Fig. 1: run 1, signal wires by layer
Bar = 20 um. Two of the layers only.
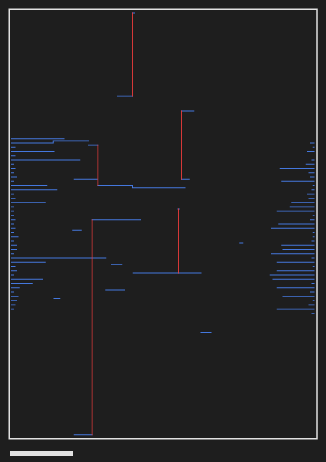
Fig. 2: run 1, sequential cells coloured by netlist name
Bar = 20 um.
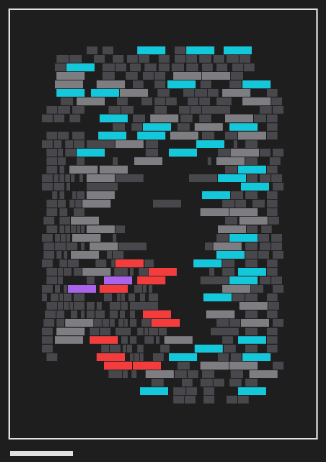
Fig. 3: run 1, routing congestion
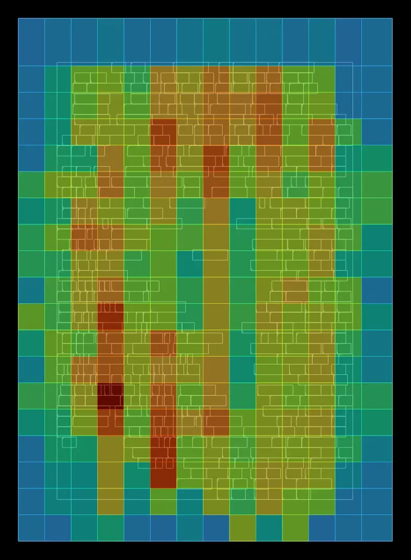
$ cat config.mk
export PLATFORM = sky130hd
export DESIGN_NAME = pram_rd_arbiter
export DESIGN_NICKNAME = d
export VERILOG_FILES = /design/src/rtl/pram_rd_arbiter.sv
export SDC_FILE = /design/constraint.sdc
export NUM_CORES = 1
export LEC_CHECK = 0
export CAP_MARGIN = 20
export CORE_ASPECT_RATIO = 1.5
export CORE_MARGIN = 10
export CORE_UTILIZATION = 40
export DETAILED_ROUTE_END_ITERATION = 10
export MAX_ROUTING_LAYER = met4
export PLACE_DENSITY = 0.82
export SYNTH_ARGS = -nofsm -noshare
export SYNTH_HDL_FRONTEND = slang
export SYNTH_SLANG_ARGS = --single-unit
$ cat constraint.sdc
create_clock -name clk -period 5.1 [get_ports clk]
set_input_delay 1.53 -clock clk [delete_from_list [all_inputs] [get_ports clk]]
set_output_delay 1.53 -clock clk [all_outputs]
set_load 0.02 [all_outputs]
$ cat src/rtl/pram_rd_arbiter.sv
// Palette-RAM read-port arbiter: fixed-timing video reads always win, host
// readback is slotted into idle cycles with a bounded wait, and return data is steered by owner.
module pram_rd_arbiter #(
   parameter int ADDR_W       = 10,
   parameter int DATA_W       = 32,
   parameter int RD_LAT       = 1,
   parameter int HOST_TIMEOUT = 1023
) (
   input  logic              clk,
   input  logic              rst,
   input  logic              vid_rd_en,
   input  logic [ADDR_W-1:0] vid_rd_addr,
   output logic              vid_rd_valid,
   output logic [DATA_W-1:0] vid_rd_data,
   input  logic              host_req,
   input  logic [ADDR_W-1:0] host_addr,
   output logic              host_gnt,
   output logic              host_rvalid,
   output logic [DATA_W-1:0] host_rdata,
   output logic              host_timeout,
   output logic [ADDR_W-1:0] ram_rdaddr,
   input  logic [DATA_W-1:0] ram_rddata
);

   localparam int CNT_W = $clog2(HOST_TIMEOUT + 1);

   typedef enum logic [1:0] {
      S_IDLE     = 2'd0,
      S_WAIT     = 2'd1,
      S_INFLIGHT = 2'd2
   } state_t;

   state_t             state_q, state_d;
   logic [CNT_W-1:0]   cnt_q, cnt_d;
   logic [ADDR_W-1:0]  addr_hold_q;
   logic [RD_LAT-1:0]  pipe_vld_q;
   logic [RD_LAT-1:0]  pipe_host_q;
   logic               host_issue;
   logic               timeout_hit;
   logic               issue;

   // Host FSM; a host issue is only ever raised in a cycle without a video read.
   always_comb begin
      state_d     = state_q;
      cnt_d       = cnt_q;
      host_issue  = 1'b0;
      timeout_hit = 1'b0;
      case (state_q)
         S_IDLE: begin
            if (host_req) begin
               if (!vid_rd_en) begin
                  host_issue = 1'b1;
                  state_d    = S_INFLIGHT;
               end else begin
                  state_d = S_WAIT;
                  cnt_d   = CNT_W'(1);
               end
            end
         end
         S_WAIT: begin
            if (!host_req) begin
               state_d = S_IDLE;
               cnt_d   = '0;
            end else if (!vid_rd_en) begin
               host_issue = 1'b1;
               state_d    = S_INFLIGHT;
               cnt_d      = '0;
            end else if (cnt_q == CNT_W'(HOST_TIMEOUT)) begin
               timeout_hit = 1'b1;
               state_d     = S_IDLE;
               cnt_d       = '0;
            end else begin
               cnt_d = cnt_q + CNT_W'(1);
            end
         end
         S_INFLIGHT: begin
            if (host_rvalid) state_d = S_IDLE;
         end
         default: begin
            state_d = S_IDLE;
            cnt_d   = '0;
         end
      endcase
   end

   assign host_gnt     = host_issue & ~rst;
   assign host_timeout = timeout_hit & ~rst;
   assign issue        = vid_rd_en | host_issue;

   // Port address is forced to 0 while reset is held so the RAM sees a quiet bus.
   always_comb begin
      ram_rdaddr = addr_hold_q;
      if (rst)             ram_rdaddr = '0;
      else if (vid_rd_en)  ram_rdaddr = vid_rd_addr;
      else if (host_issue) ram_rdaddr = host_addr;
   end

   always_ff @(posedge clk or posedge rst) begin
      if (rst) begin
         state_q     <= S_IDLE;
         cnt_q       <= '0;
         addr_hold_q <= '0;
      end else begin
         state_q <= state_d;
         cnt_q   <= cnt_d;
         if (issue) addr_hold_q <= ram_rdaddr;
      end
   end

   // Owner pipeline: RD_LAT stages track the RAM, the output registers form the last stage.
   always_ff @(posedge clk or posedge rst) begin
      if (rst) begin
         pipe_vld_q   <= '0;
         pipe_host_q  <= '0;
         vid_rd_valid <= 1'b0;
         host_rvalid  <= 1'b0;
         vid_rd_data  <= '0;
         host_rdata   <= '0;
      end else begin
         pipe_vld_q[0]  <= issue;
         pipe_host_q[0] <= host_issue;
         for (int i = 1; i < RD_LAT; i++) begin
            pipe_vld_q[i]  <= pipe_vld_q[i-1];
            pipe_host_q[i] <= pipe_host_q[i-1];
         end
         vid_rd_valid <= pipe_vld_q[RD_LAT-1] & ~pipe_host_q[RD_LAT-1];
         host_rvalid  <= pipe_vld_q[RD_LAT-1] &  pipe_host_q[RD_LAT-1];
         if (pipe_vld_q[RD_LAT-1] && !pipe_host_q[RD_LAT-1]) vid_rd_data <= ram_rddata;
         if (pipe_vld_q[RD_LAT-1] &&  pipe_host_q[RD_LAT-1]) host_rdata  <= ram_rddata;
      end
   end

endmodule

==> qor.yml, run 1 <==
leakage_nw: 2.26
grt-ovfl-total: 0
setup.worst_path.start: "host_req"
worst_slack_ns: 0.125
via_per_inst: 5.10
worst_clock_skew_ns: 0.00355
clockBufferCount: 12
htreeDepth: 3
seq_share: 0.419
yosys-stat-area_um2: 3630
synthCells: 268
chip_area_um2: 13400
clkCellAreaFrac: 0.0505
period_used_share: 0.975
grt_antenna_before_repair: 0
setup_tns_ns: 0
wl_per_cell_um: 17.6
p_sw_mw: 0.858
fp_nets: 325
clkTransAtPathRegs_ns: 0.06
row_count: 42
wirelength_um: 9130
buffers: 141
maxCapViolCount: 0
combGateArea_um2: 1280
cts_tree: "built"
cp.required_ns: 3.57
status: "finished, final reports clean"
ios: 134
hold_path.class: "register to register"
drt-initial-drc-count: 54
worstReg2RegEnd: "host_rdata[23]"
n_all_inverters: 5
hold_ws_ns: 0.487
vdd_drop_max_mv: 0.239
About Fig. 1:
legend:
  M3:
    colour: blue
    wire_length: 529 um
  M4:
    colour: red
    wire_length: 150 um

About Fig. 2:
legend:
  `state_q`:
    colour: purple
    flops: 2
  `cnt_q`:
    colour: red
    flops: 10
    where: bottom centre
  `vid_rd_data`:
    colour: cyan
    flops: 32
not coloured: 46

About Fig. 3:
Core Util, Final: 0.609
GR Layer Usage met3: 0.0449
GRT met2 Usage: 0.249
busiest grt layer: met2

==> run 1: logic make-up after synthesis <==
kind of cell               after synthesis  share of synthesized area
and+or+nand+nor                         42                     0.0611
AOI/OAI and AO/OA                       47                     0.0800
buffers and inverters                   20                     0.0262
adders and majority gates                1                    0.00345
xor gates and xnor gates                 4                    0.00966
muxes                                   64                      0.199
DFF                                     90                      0.621
==> run 1: power by group through the flow <==
stage / Sequential, mW / Clock (mW) / Combinational, mW
final: 1.05 / 0.591 / 1.07
after global routing: 1.08 / 0.643 / 1.13
after CTS: 1.05 / 0.611 / 1.09
after detailed placement: 1.06 / 0 / 1.09
after global placement: 1.04 / 0 / 1.07
after floorplan: 1.28 / 0 / 0.300
==> run 1: worst max-delay path: stages <==
cell	delay [ns]
clkdlybuf4s50_1	0.43
nor3b_1	0.15
buf_4	0.18
nor2_1	0.09
buf_4	0.17
nand2_1	0.09
a21oi_1	0.15
clkdlybuf4s50_1	0.64
==> run 1: placed cells by master, fill, tap and decap left out, types with 2 or more instances in the layout <==
cell type,instances
a21oi_1,13
a22oi_1,10
and2_1,3
and3_1,2
buf_4,7
clkbuf_16,9
clkbuf_8,2
clkdlybuf4s50_1,133
clkinv_2,3
dfrtp_1,90
inv_1,4
mux2_2,64
nand2_1,15
nand4_1,3
nor2_1,8
nor3b_1,2
o2111ai_1,2
o211ai_1,2
o21ai_0,16
xor2_1,4
==> run 1: worst min-delay path by stage <==
stage | to | cells past startpoint | slack (ns)
2_1_floorplan | addr_hold_q[0] | 2 | 0.44
3_3_place_gp | addr_hold_q[9] | 2 | 0.47
3_5_place_dp | addr_hold_q[3] | 2 | 0.47
4_1_cts | addr_hold_q[3] | 2 | 0.49
5_1_grt | vid_rd_data[23] | 1 | 0.51
6_report | addr_hold_q[3] | 2 | 0.49
==> run 1: routing by layer <==
layer / vias to the layer above / global-route usage / part of all wire
li1: 1229 / - / -
met1: 1298 / 0.144 / 0.39
met2: 108 / 0.249 / 0.53
met3: 10 / 0.0449 / 0.058
met4: 0 / 0.0583 / 0.016
met5: - / - / 0
==> run 1: cell usage after synthesis <==
cell type	count
nor3_1	1
o21ai_0	16
nor3b_1	2
buf_4	1
and3_1	2
mux2_2	64
xor2_1	4
nand4b_1	1
clkbuf_4	1
a22oi_1	10
a21boi_0	1
o211ai_2	1
nand4_1	3
dfrtp_1	90
or3_1	1
and2_1	3
inv_1	5
nand2_1	15
and4_1	1
ha_1	1
o211ai_1	2
buf_1	3
nor2_1	8
buf_6	1
o21a_1	1
clkbuf_1	5
buf_2	4
and3b_1	1
a21oi_1	13
nand2b_1	1
a32o_1	1
and4_2	1
or4b_1	1
o2111ai_1	2
or2_2	1
==> run 1: state kept, by name (all words and copies together) (netlist names) <==
register / count
host_rvalid: 1
pipe_host_q: 1
cnt_q: 10
addr_hold_q: 10
vid_rd_data: 32
state_q: 2
host_rdata: 32
vid_rd_valid: 1
pipe_vld_q: 1
Fig. 4: run 1, cell classes on the final placement
Bar = 20 um.
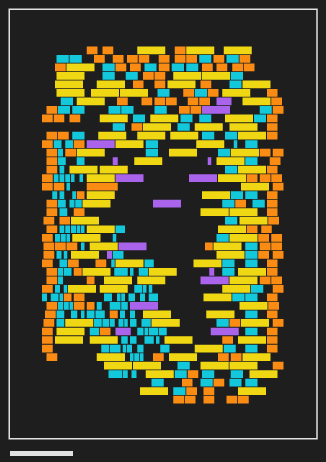

==> run 1 -> run 2 <==
--- a/config.mk
+++ b/config.mk
@@ -10,8 +10,10 @@
 export CORE_MARGIN = 10
 export CORE_UTILIZATION = 40
 export DETAILED_ROUTE_END_ITERATION = 10
+export HOLD_SLACK_MARGIN = 0.12
 export MAX_ROUTING_LAYER = met4
 export PLACE_DENSITY = 0.82
+export SLEW_MARGIN = 10
 export SYNTH_ARGS = -nofsm -noshare
 export SYNTH_HDL_FRONTEND = slang
 export SYNTH_SLANG_ARGS = --single-unit
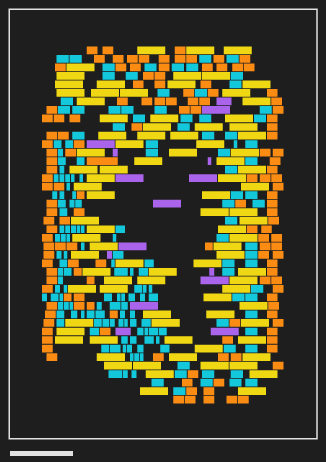
Fig. 5. Cell classes on the final placement (run 2).
Bar = 20 um.
legend:
  remaining logic cells:
    colour: cyan
    cells: 163
    share_of_their_area: 25%
  remaining buffers and delay cells:
    colour: orange
    cells: 141
    share_of_their_area: 27%
  registers:
    colour: yellow
    cells: 90
    share_of_their_area: 43%
  clock drivers and dummy loads:
    colour: purple
    cells: 15
    share_of_their_area: 5.2%

==> run 2 against run 1 <==
Effect of this change: register-to-register slack about the same; sequential power barely moved; critical endpoint unchanged; worst setup slack improved by 0.0033 ns; largest cell class unchanged; sequential share of layout area did not move; final cell count unchanged; clock skew hardly changed; flip-flop count is the same; die area is the same; synthesized cell count stayed put; clock power about the same.
==> qor.yml, run 2 <==
status: "finished, final reports clean"  # unchanged
hold_path.class: "register to register"  # unchanged
wirelength_um: 9150  # was 9130 um
layout_top_cell: "clkdlybuf4s50_1"  # unchanged
most_common_cell: "dfrtp_1"  # unchanged
cp.required_ns: 3.57  # about the same
synthCells: 268  # unchanged
grt-ovfl-total: 0  # unchanged
via_per_inst: 5.10  # about the same
leakage_nw: 2.26  # unchanged
route.detailed.drc: 0  # unchanged
ios: 134  # unchanged
clock_latency_ns: 0.32  # about the same
maxCapViolCount: 0  # unchanged
rsz0062_at_grt: "no"  # unchanged
wl_per_cell_um: 17.6  # about the same
vdd_drop_max_mv: 0.239  # about the same
grt_antenna_before_repair: 0  # unchanged
grt_max_degree: 91  # unchanged
worstHoldEndpoint: "addr_hold_q[3]"  # unchanged
edf_count: 0  # unchanged
place.gp.congestion: 0.882  # unchanged
setup_tns_ns: 0  # unchanged
yosys-stat-area_um2: 3630  # unchanged
clkTransAtPathRegs_ns: 0.06  # about the same
period_used_share: 0.975  # about the same
yosysCellCount: 268  # unchanged
worstReg2RegEnd: "host_rdata[23]"  # unchanged
p_per_area_nw_per_um2: 504  # about the same
fp_nets: 325  # unchanged
r2r_cells: 3  # unchanged
flop_cell: "dfrtp_1"  # unchanged
worst_clock_skew_ns: 0.00373  # was 0.00355 ns
worst_slack_ns: 0.129  # was 0.125 ns
synthArstFlopShare: 1.00  # unchanged
row_count: 42  # unchanged
htreeDepth: 3  # unchanged
cts_tree: "built"  # unchanged
drt-initial-drc-count: 62  # was 54
largest_registers: "host_rdata x32, vid_rd_data x32"  # unchanged
hold_depth: 2  # unchanged
==> run 2: metal layers <==
layer | routed length, um | part of all wire | global-route usage
met1 | 3580 | 0.39 | 0.144
met2 | 4870 | 0.53 | 0.249
met3 | 549 | 0.060 | 0.0449
met4 | 153 | 0.017 | 0.0583
met5 | 0 | 0 | -
==> run 2: where the power goes <==
group          switching [mW]  internal (mW)  leakage (nW)
Combinational           0.502          0.568          1.03
Sequential              0.116          0.932          1.09
Clock                   0.241          0.351         0.138
==> run 2: cell type report <==
class | count | area (um^2)
Inverter | 5 | 22.5
Sequential cell | 90 | 2250
Clock inverter | 3 | 15.0
Fill cell | 717 | 3450
Timing Repair Buffer | 141 | 1410
Clock buffer | 12 | 256
Multi-Input combinational cell | 158 | 1280
Tap cell | 110 | 138
==> run 2: worst max-delay path: stages <==
cell             delay, ns
clkdlybuf4s50_1       0.43
nor3b_1               0.15
buf_4                 0.18
nor2_1                0.09
buf_4                 0.17
nand2_1               0.09
a21oi_1               0.15
clkdlybuf4s50_1       0.64
==> run 2: kinds of logic (layout without fill, tap and decap cells) <==
family | Yosys count | in the layout | synth area share
adders and majority gates | 1 | 1 | 0.00345
and+or+nand+nor | 42 | 42 | 0.0611
xor gates and xnor gates | 4 | 4 | 0.00966
buffers and inverters | 20 | 161 | 0.0262
AOI/OAI and AO/OA | 47 | 47 | 0.0800
DFF | 90 | 90 | 0.621
muxes | 64 | 64 | 0.199
==> run 2: worst max-delay path by stage <==
stage,from,end,cells after the start
2_1_floorplan,rst,host_gnt,2
3_3_place_gp,host_req,ram_rdaddr[0],8
3_5_place_dp,host_req,ram_rdaddr[8],8
4_1_cts,host_req,ram_rdaddr[8],8
5_1_grt,host_req,ram_rdaddr[8],8
6_report,host_req,ram_rdaddr[8],8
==> run 2: through the flow <==
| stage | cell area [um^2] | instances | power, mW | util | hold WS, ns |
|---|---|---|---|---|---|
| after floorplan | 3630 | 268 | 1.58 | - | 0.444 |
| after global placement | 5080 | 503 | 2.11 | 0.575 | 0.473 |
| after detailed placement | 5080 | 503 | 2.15 | 0.575 | 0.473 |
| after CTS | 5350 | 518 | 2.75 | 0.606 | 0.488 |
| after global routing | 5380 | 519 | 2.85 | 0.609 | 0.511 |
| final | 5380 | 519 | 2.71 | 0.609 | 0.487 |
Fig. 6: run 2, routing congestion
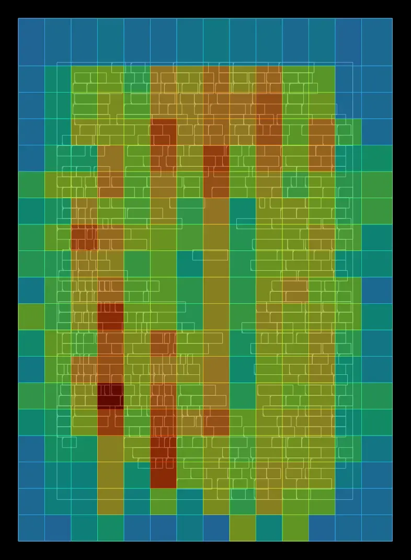

==> run 2 -> run 3 <==
--- a/config.mk
+++ b/config.mk
@@ -12,7 +12,7 @@
 export DETAILED_ROUTE_END_ITERATION = 10
 export HOLD_SLACK_MARGIN = 0.12
 export MAX_ROUTING_LAYER = met4
-export PLACE_DENSITY = 0.82
+export PLACE_DENSITY = 0.76
 export SLEW_MARGIN = 10
 export SYNTH_ARGS = -nofsm -noshare
 export SYNTH_HDL_FRONTEND = slang
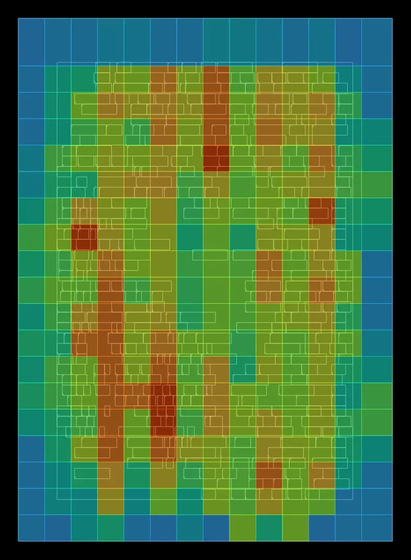
Fig. 7. Routing congestion (run 3).
met1 Track Usage GR: 0.146
Tot GR Track Use: 0.143
Routed WL per cell: 17.6 um

==> run 3 against run 2 <==
Effect of this change: sequential share of layout area down 0.57 points; fmax is 1.3% higher; wire length is 0.43% higher; critical path depth shrank 1; via count is 0.64% higher; critical path type unchanged; critical endpoint is now ram_rdaddr[4]; largest cell class unchanged.
==> qor.yml, run 3 <==
htreeDepth: 3  # unchanged
placedCellCount: 505  # was 503
rsz0062_at_grt: "no"  # unchanged
yosysCellCount: 268  # unchanged
status: "finished, final reports clean"  # unchanged
layout_top_cell: "clkdlybuf4s50_1"  # unchanged
edf_count: 0  # unchanged
maxCapViolCount: 0  # unchanged
yosys-stat-area_um2: 3630  # unchanged
cp_top_family: "buffers and inverters"  # unchanged
p_seq_frac: 0.369  # was 0.387
synthCells: 268  # unchanged
clock_latency_ns: 0.34  # was 0.32 ns
route.detailed.drc: 0  # unchanged
clkTransAtPathRegs_ns: 0.06  # about the same
most_common_cell: "dfrtp_1"  # unchanged
chip_area_um2: 13400  # unchanged
fp_nets: 325  # unchanged
ios: 134  # unchanged
grt-ovfl-total: 0  # unchanged
largest_registers: "host_rdata x32, vid_rd_data x32"  # unchanged
grt_antenna_before_repair: 0  # unchanged
row_count: 42  # unchanged
leakage_nw: 2.29  # was 2.26 nW
instances_no_fill: 522  # was 519
worst_slack_ns: 0.190  # was 0.129 ns
run 3: cell counts after synthesis:
Identical to the previous run, type by type.
run 3: logic make-up after synthesis:
family | Yosys count | synth area share
flip-flops | 90 | 0.621
multiplexers | 64 | 0.199
AND-OR/OR-AND | 47 | 0.0800
buffers and inverters | 20 | 0.0262
XOR/XNOR | 4 | 0.00966
AND/OR/NAND/NOR | 42 | 0.0611
adder cells (fa/ha/maj) | 1 | 0.00345
run 3: worst paths after layout:
kind,start,end,slack [ns]
setup / recovery,vid_rd_en,ram_rdaddr[4],0.19
hold / removal,addr_hold_q[0],addr_hold_q[0],0.48
setup reg to reg,cnt_q[0],cnt_q[9],3.42
hold reg to reg,addr_hold_q[0],addr_hold_q[0],0.48
max in group asynchronous,rst,host_rdata[18],2.69
min in group asynchronous,rst,addr_hold_q[6],1.81
run 3: layer usage:
metal / vias up / GRT usage / routed length (um)
met5: - / - / 0
met4: 0 / 0.0778 / 213
met3: 13 / 0.0358 / 496
met2: 97 / 0.249 / 4830
met1: 1321 / 0.146 / 3650
li1: 1233 / - / -
run 3: area by class of cell:
type | count | area (um^2)
tap | 110 | 138
inverter | 5 | 22.5
clock buffer | 9 | 225
multi-input combinational | 158 | 1290
fill | 719 | 3380
sequential | 90 | 2250
timing repair buffer | 143 | 1430
clock inverter | 7 | 100
run 3: worst reg2reg max path, stage by stage, from the launching register on:
cell,delay [ns]
dfrtp_1,0.38
ha_1,0.21
and3_1,0.21
nand4_1,0.17
a21oi_1,0.44
o211ai_2,0.13
run 3: through the flow:
step	total power, mW	hold WS, ns
6_report	2.83	0.485
5_1_grt	2.97	0.510
4_1_cts	2.88	0.489
3_5_place_dp	2.15	0.473
3_3_place_gp	2.12	0.469
2_1_floorplan	1.58	0.444
run 3: power groups by stage:
stage	clock [mW]	sequential (mW)	combinational, mW
floorplan	0	1.28	0.300
global placement	0	1.04	1.08
detailed placement	0	1.06	1.10
CTS	0.732	1.05	1.10
global route	0.760	1.07	1.14
finish	0.709	1.04	1.07
Power is estimated from default activity; no workload was simulated.
